==> run_1/flops_by_reg.png <==
Scale bar: 20 um. Other sequential cells in the stronger gray, the rest of the logic in the fainter gray.
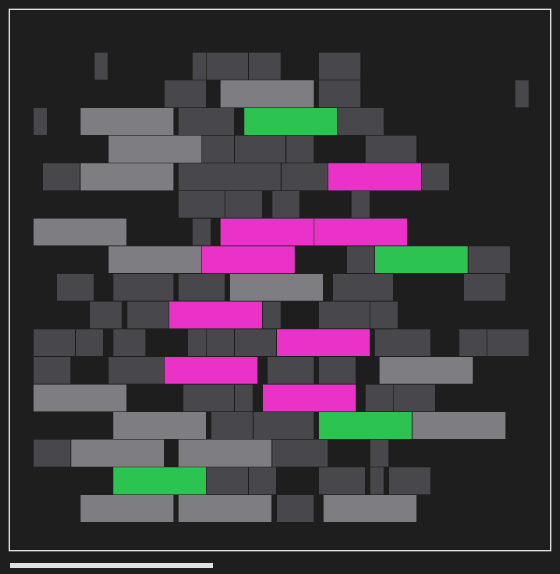
==> run_1/placement.png <==
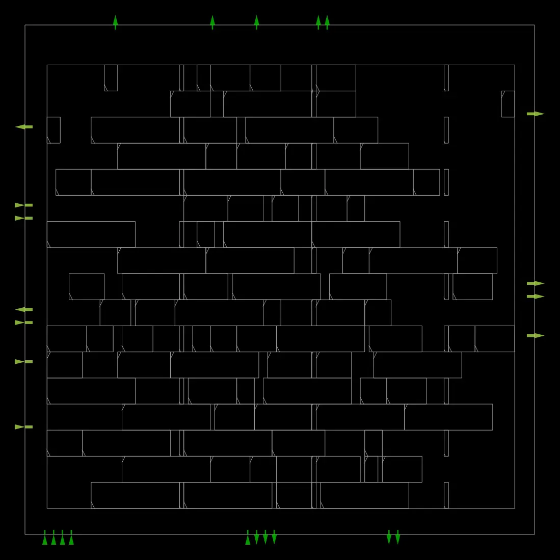
==> run_1/clk_routes.png <==
Scale bar: 20 um.
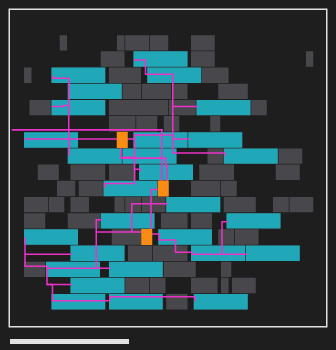
$ cat src/rtl/multi_input_conditioner_pkg.sv
`default_nettype none
// +----------------------------------------------------------------------+
// | multi_input_conditioner_pkg                                          |
// | Default configuration constants shared by the conditioner modules.   |
// | Rev 1.0 - initial multi-channel release                              |
// +----------------------------------------------------------------------+
package multi_input_conditioner_pkg;
  localparam int DEFAULT_SYNC_STAGES = 2;
  localparam int DEFAULT_WAIT_TIME   = 3;
  localparam int DEFAULT_CHANNELS    = 4;
endpackage
`default_nettype wire

$ cat src/rtl/input_conditioner_channel.sv
`default_nettype none
// +----------------------------------------------------------------------+
// | input_conditioner_channel                                            |
// | One pin: synchroniser chain, debounce counter, registered edge pulses.|
// | Rev 1.0 - initial multi-channel release                              |
// +----------------------------------------------------------------------+
module input_conditioner_channel
  import multi_input_conditioner_pkg::*;
#(
  parameter int SYNC_STAGES = DEFAULT_SYNC_STAGES,
  parameter int WAIT_TIME   = DEFAULT_WAIT_TIME
) (
  input  logic clk,
  input  logic reset,
  input  logic noisysignal,
  output logic conditioned,
  output logic positiveedge,
  output logic negativeedge
);
  localparam int CNT_W = $clog2(WAIT_TIME + 1);
  localparam logic [CNT_W-1:0] c_cnt_max = CNT_W'(WAIT_TIME - 1);

  logic [SYNC_STAGES-1:0] r_sync;
  logic [CNT_W-1:0]       r_cnt;
  logic                   r_cond;
  logic                   r_pos;
  logic                   r_neg;
  logic                   w_synced;

  assign w_synced = r_sync[SYNC_STAGES-1];

  always_ff @(posedge clk or posedge reset) begin
    if (reset) begin
      r_sync <= '0;
      r_cnt  <= '0;
      r_cond <= 1'b0;
      r_pos  <= 1'b0;
      r_neg  <= 1'b0;
    end else begin
      r_sync <= {r_sync[SYNC_STAGES-2:0], noisysignal};
      r_pos  <= 1'b0;
      r_neg  <= 1'b0;
      // Any cycle of agreement restarts the run, so short glitches never land.
      if (w_synced == r_cond) begin
        r_cnt <= '0;
      end else if (r_cnt == c_cnt_max) begin
        r_cond <= w_synced;
        r_cnt  <= '0;
        r_pos  <= w_synced;
        r_neg  <= ~w_synced;
      end else begin
        r_cnt <= r_cnt + 1'b1;
      end
    end
  end

  assign conditioned  = r_cond;
  assign positiveedge = r_pos;
  assign negativeedge = r_neg;
endmodule
`default_nettype wire

$ cat src/rtl/multi_input_conditioner.sv
`default_nettype none
// +----------------------------------------------------------------------+
// | multi_input_conditioner                                              |
// | CHANNELS independent conditioners; optional sticky edge flags via    |
// | MULTI_INPUT_CONDITIONER_STICKY_EN.                                   |
// | Rev 1.0 - initial multi-channel release                              |
// +----------------------------------------------------------------------+
module multi_input_conditioner
  import multi_input_conditioner_pkg::*;
#(
  parameter int CHANNELS    = DEFAULT_CHANNELS,
  parameter int SYNC_STAGES = DEFAULT_SYNC_STAGES,
  parameter int WAIT_TIME   = DEFAULT_WAIT_TIME
) (
  input  logic                clk,
  input  logic                reset,
  input  logic [CHANNELS-1:0] noisysignal,
  output logic [CHANNELS-1:0] conditioned,
  output logic [CHANNELS-1:0] positiveedge,
  output logic [CHANNELS-1:0] negativeedge,
  input  logic [CHANNELS-1:0] clearflags,
  output logic [CHANNELS-1:0] edgeflag
);
  for (genvar i = 0; i < CHANNELS; i++) begin : g_ch
    input_conditioner_channel #(
      .SYNC_STAGES(SYNC_STAGES),
      .WAIT_TIME  (WAIT_TIME)
    ) u_chan (
      .clk         (clk),
      .reset       (reset),
      .noisysignal (noisysignal[i]),
      .conditioned (conditioned[i]),
      .positiveedge(positiveedge[i]),
      .negativeedge(negativeedge[i])
    );
  end

`ifdef MULTI_INPUT_CONDITIONER_STICKY_EN
  logic [CHANNELS-1:0] r_flag;

  // Set takes priority over a coincident clear.
  always_ff @(posedge clk or posedge reset) begin
    if (reset) begin
      r_flag <= '0;
    end else begin
      r_flag <= (r_flag & ~clearflags) | positiveedge | negativeedge;
    end
  end

  assign edgeflag = r_flag;
`else
  logic w_unused_clearflags;
  assign w_unused_clearflags = ^clearflags;
  assign edgeflag = '0;
`endif
endmodule
`default_nettype wire

$ cat config.mk
export PLATFORM = sky130hd
export DESIGN_NAME = multi_input_conditioner
export DESIGN_NICKNAME = d
export VERILOG_FILES = /design/src/rtl/multi_input_conditioner_pkg.sv /design/src/rtl/input_conditioner_channel.sv /design/src/rtl/multi_input_conditioner.sv
export SDC_FILE = /design/constraint.sdc
export NUM_CORES = 1
export LEC_CHECK = 0
export CAP_MARGIN = 5
export CORE_MARGIN = 2
export CORE_UTILIZATION = 45
export CTS_BUF_LIST = sky130_fd_sc_hd__clkbuf_2
export DETAILED_ROUTE_END_ITERATION = 10
export GPL_TIMING_DRIVEN = 1
export MAX_ROUTING_LAYER = met4
export PLACE_DENSITY = 0.76
export RECOVER_POWER = 50
export REMOVE_ABC_BUFFERS = 1
export SYNTH_ARGS = -nofsm -noshare
export SYNTH_HDL_FRONTEND = slang
export SYNTH_SLANG_ARGS = --single-unit
$ cat constraint.sdc
create_clock -name clk -period 0.95 [get_ports clk]
set_clock_uncertainty 0.05 [all_clocks]
set_input_delay 0.1425 -clock clk [delete_from_list [all_inputs] [get_ports clk]]
set_output_delay 0.1425 -clock clk [all_outputs]
set_load 0.02 [all_outputs]
==> flow_results.org, run 1 <==
#+TITLE: Physical design notes

** Outcome
- The flow ran to the end, but the final reports show violations.
- The checks that failed: negative setup slack.

** STA
- Final setup viols :: 24
- Counting endpoints that fail hold in the final report gives 0.
- After layout, the minimum clock period comes to 1.114 ns.
- Slew headroom :: 56.13%
- The transition time recorded at the tightest slew-check pin is 0.6580 ns.
- Worst Setup Slack, final :: -0.1644 ns
- Setup repair after global routing could not meet its margin everywhere.

** Drt
- Post-route DRC violation count :: 0
- Detailed routing placed a total of 65 um of wire on met3.
- In this run the remaining antenna-violating nets after routing total 0.

** CTS
- The root buffer cell chosen for the clock tree is sky130_fd_sc_hd__clkbuf_2.

** Synth
- Cell type with the highest aggregate area in the netlist :: sky130_fd_sc_hd__dfrtp_1
- Simple-gate share of the synthesized area :: 15.67%
- Yosys stat cell total :: 74
- Fraction of post-synthesis cell area in the top cell type by area :: 64.52%
- Looking at the gate-level netlist, the highest instance count belongs to sky130_fd_sc_hd__dfrtp_1.
- Post-Syn Instances :: 74
- Tally of yosys warning messages :: 0
- Number of distinct library cell variants in the gate-level netlist after synthesis :: 12

** Placement
- After detailed placement, the design holds a cell count of 117.
- In this run the tool buffered the top-level ports with 17 buffer cells.

** Worst setup path
- Critical path arrival :: 0.92 ns
- The worst register-to-register path depth is 2.
- Crit end category :: output port
- Largest fanout of any net on the critical path :: 2
- Combined buffer and inverter count along the critical path :: 1
- Capturing element of the worst setup path :: conditioned[3]

** Hold path
- The path with the worst hold slack has its endpoint at g_ch[3].u_chan.r_sync[0]$_DFF_PP0_.

** Floorplanning
- The vertical die dimension reported for this design is 53.13 um.

** Pwr
- In this run, flip-flops and latches consume 44.8% of the power.
- The script extracted a total leakage power of 0.6812 nW.
- The sequential power reported by the tool is 0.00169 W.

** Finish
- Ranking logic cells in the layout by count gives the top entries sky130_fd_sc_hd__dfrtp_1, sky130_fd_sc_hd__buf_6, sky130_fd_sc_hd__buf_4.
- Top cell class by occupied area :: flip-flops and latches
- Number of buffers other than clock buffers in the final layout :: 28
- In the final layout, the share of cells above drive strength 1 is 50.00%.
- Sequential standard cell area :: 700.7 um^2

** GRT
- Met2 capacity usage during global routing :: 20.42%
- Gr ovfl total :: 0
Back to the opening pictures, flops_by_reg.png:
| color | signal | flops |
|---|---|---|
| green | g_ch.u_chan.positiveedge | 4 |
| magenta | g_ch.u_chan.r_cnt | 8 |
not colored: 16

Back to the opening pictures, placement.png:
Util after Layout: 61.60%
non-filler cells, final: 120
registers: 28
count of standard-cell rows: 17
Seq/total area: 50.45%

Back to the opening pictures, clk_routes.png:
[cyan] flip-flops | count: 28
[orange] clock drivers | count: 3
[magenta] clock wires | length: 278 um
routed clock nets: 4

run 1: metrics by stage:
| stage | total power (W) | instance area (um^2) | hold slack (ns) | setup TNS, ns |
|---|---|---|---|---|
| floorplan | 0.002419 | 977.2 | 0.1239 | -0.1282 |
| global placement | 0.003020 | 1277 | 0.2862 | -1.931 |
| detailed placement | 0.003080 | 1277 | 0.2871 | -2.203 |
| CTS | 0.003710 | 1366 | 0.05625 | -2.490 |
| global route | 0.003989 | 1389 | 0.1421 | -3.513 |
| finish | 0.003775 | 1389 | 0.1525 | -2.281 |
run 1: sequential cells by signal, indices dropped and copies added (netlist names):
signal	count
g_ch.u_chan.conditioned	4
g_ch.u_chan.positiveedge	4
g_ch.u_chan.negativeedge	4
g_ch.u_chan.r_cnt	8
g_ch.u_chan.r_sync	8
==> run 2, diff against run 1 <==
Settings changed: CAP_MARGIN 5 to 40.
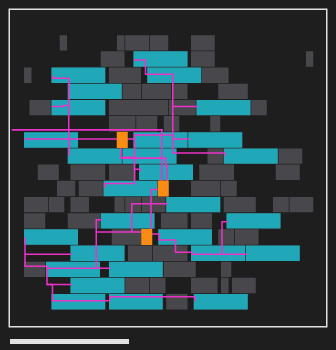
(run_2/clk_routes.png)
Scale bar: 20 um.
[cyan] flip-flops | count: 28
[magenta] clock wires | length: 278 um
[orange] clock drivers | count: 3
routed clock nets: 4

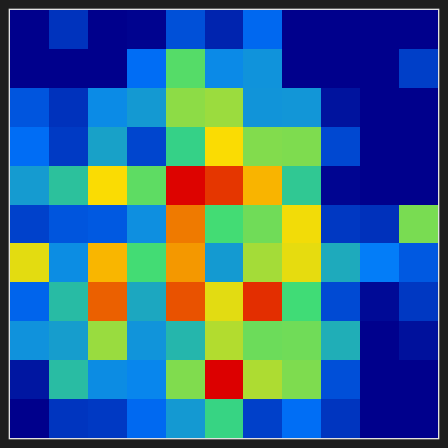
(run_2/metal_density.png)
11 x 11 tiles, from dark blue (low) to red (high), scaled to the fullest tile. Values are wire area over tile area, all layers added.
nearly empty tiles: 22%
densest ninth of the die: center
mean over tiles: 0.079
tiles over half the peak: 29%
emptiest ninth of the die: north-east
fullest tile: 0.25

==> run 2 against run 1 <==
  * The flow still finishes with violations (negative setup slack)
  * Flip-flop count did not move
  * Synthesized cell count did not move
  * Total power did not move
  * Clock power barely moved
  * Final cell count did not move
  * Sequential power barely moved
==> flow_results.org, run 2 <==
#+TITLE: Physical design notes

** Worst setup path
- Max fanout on the critical path was recorded as 2.
- On the critical path the data arrives at 0.92 ns.
- The capture point of the critical path was reported as conditioned[3].

** Hold path
- End of the worst hold path :: g_ch[3].u_chan.r_sync[0]$_DFF_PP0_

** STA
- Final setup viols :: 24
- Setup repair after global routing could not meet its margin everywhere.
- The final hold violation count recorded for this run is 0.
- After layout, the worst setup slack is -0.1644 ns.
- Period minus WS final :: 1.114 ns
- Final hold analysis gives a worst-case slack of 0.1525 ns.
- Slew headroom :: 56.13%
- The pin closest to its max-slew limit shows a slew of 0.6580 ns.

** Synth
- The netlist uses 12 different library cells.
- Per the synthesis report, the single largest cell type by area occupies 64.52% of cell area.
- Tally of yosys warning messages :: 0
- Most common cell in the synthesized netlist :: sky130_fd_sc_hd__dfrtp_1

** Finish
- The final report lists a non-filler cell total of 120.
- Cells fill 61.60% of the core in the end.
- Leading registers by flop count :: g_ch.u_chan.r_cnt (8), g_ch.u_chan.r_sync (8)
- In the layout the commonest cells are sky130_fd_sc_hd__dfrtp_1, sky130_fd_sc_hd__buf_6, sky130_fd_sc_hd__buf_4.
- The finished cells cover 1389 um^2.
- Cells with a size suffix above 1 make up 50.00% of the layout.

** Placement
- Per the detailed placement report, the placed cell area equals 1277 um^2.

** Floorplanning
- Count of standard-cell rows :: 17
- Measured along the y axis, the die boundary spans 53.13 um.

** Pwr
- The design draws 0.003775 W.

** Drt
- The count of nets left with antenna violations once routing finished came out at 0.

** Outcome
- The checks that failed: negative setup slack.
- Outcome :: finished with violations
## run 2: cell counts after synthesis
No cell type changed its count.
## run 2: layout make-up
type	count	area, um^2
inverters	1	3.754
multi-input cells	32	361.6
repair buffers	28	272.8
fillers	167	865.8
flip-flops and latches	28	700.7
clock buffers	3	15.01
well taps	28	35.03
## run 2: metal layers
metal | global-route usage, % | vias to the layer above
met5 | - | -
met4 | 3.846 | 0
met3 | 3.390 | 0
met2 | 20.42 | 13
met1 | 14.23 | 263
li1 | - | 261
## run 2: cell families after synthesis
| group | after synthesis | share of synthesized area (%) |
|---|---|---|
| flops | 28 | 64.52 |
| simple gates | 20 | 15.67 |
| other cells | 1 | 0.3453 |
| xor+xnor | 4 | 3.225 |
| buf+inv | 17 | 11.41 |
| mux | 4 | 4.839 |
Power is estimated from default activity; no workload was simulated.
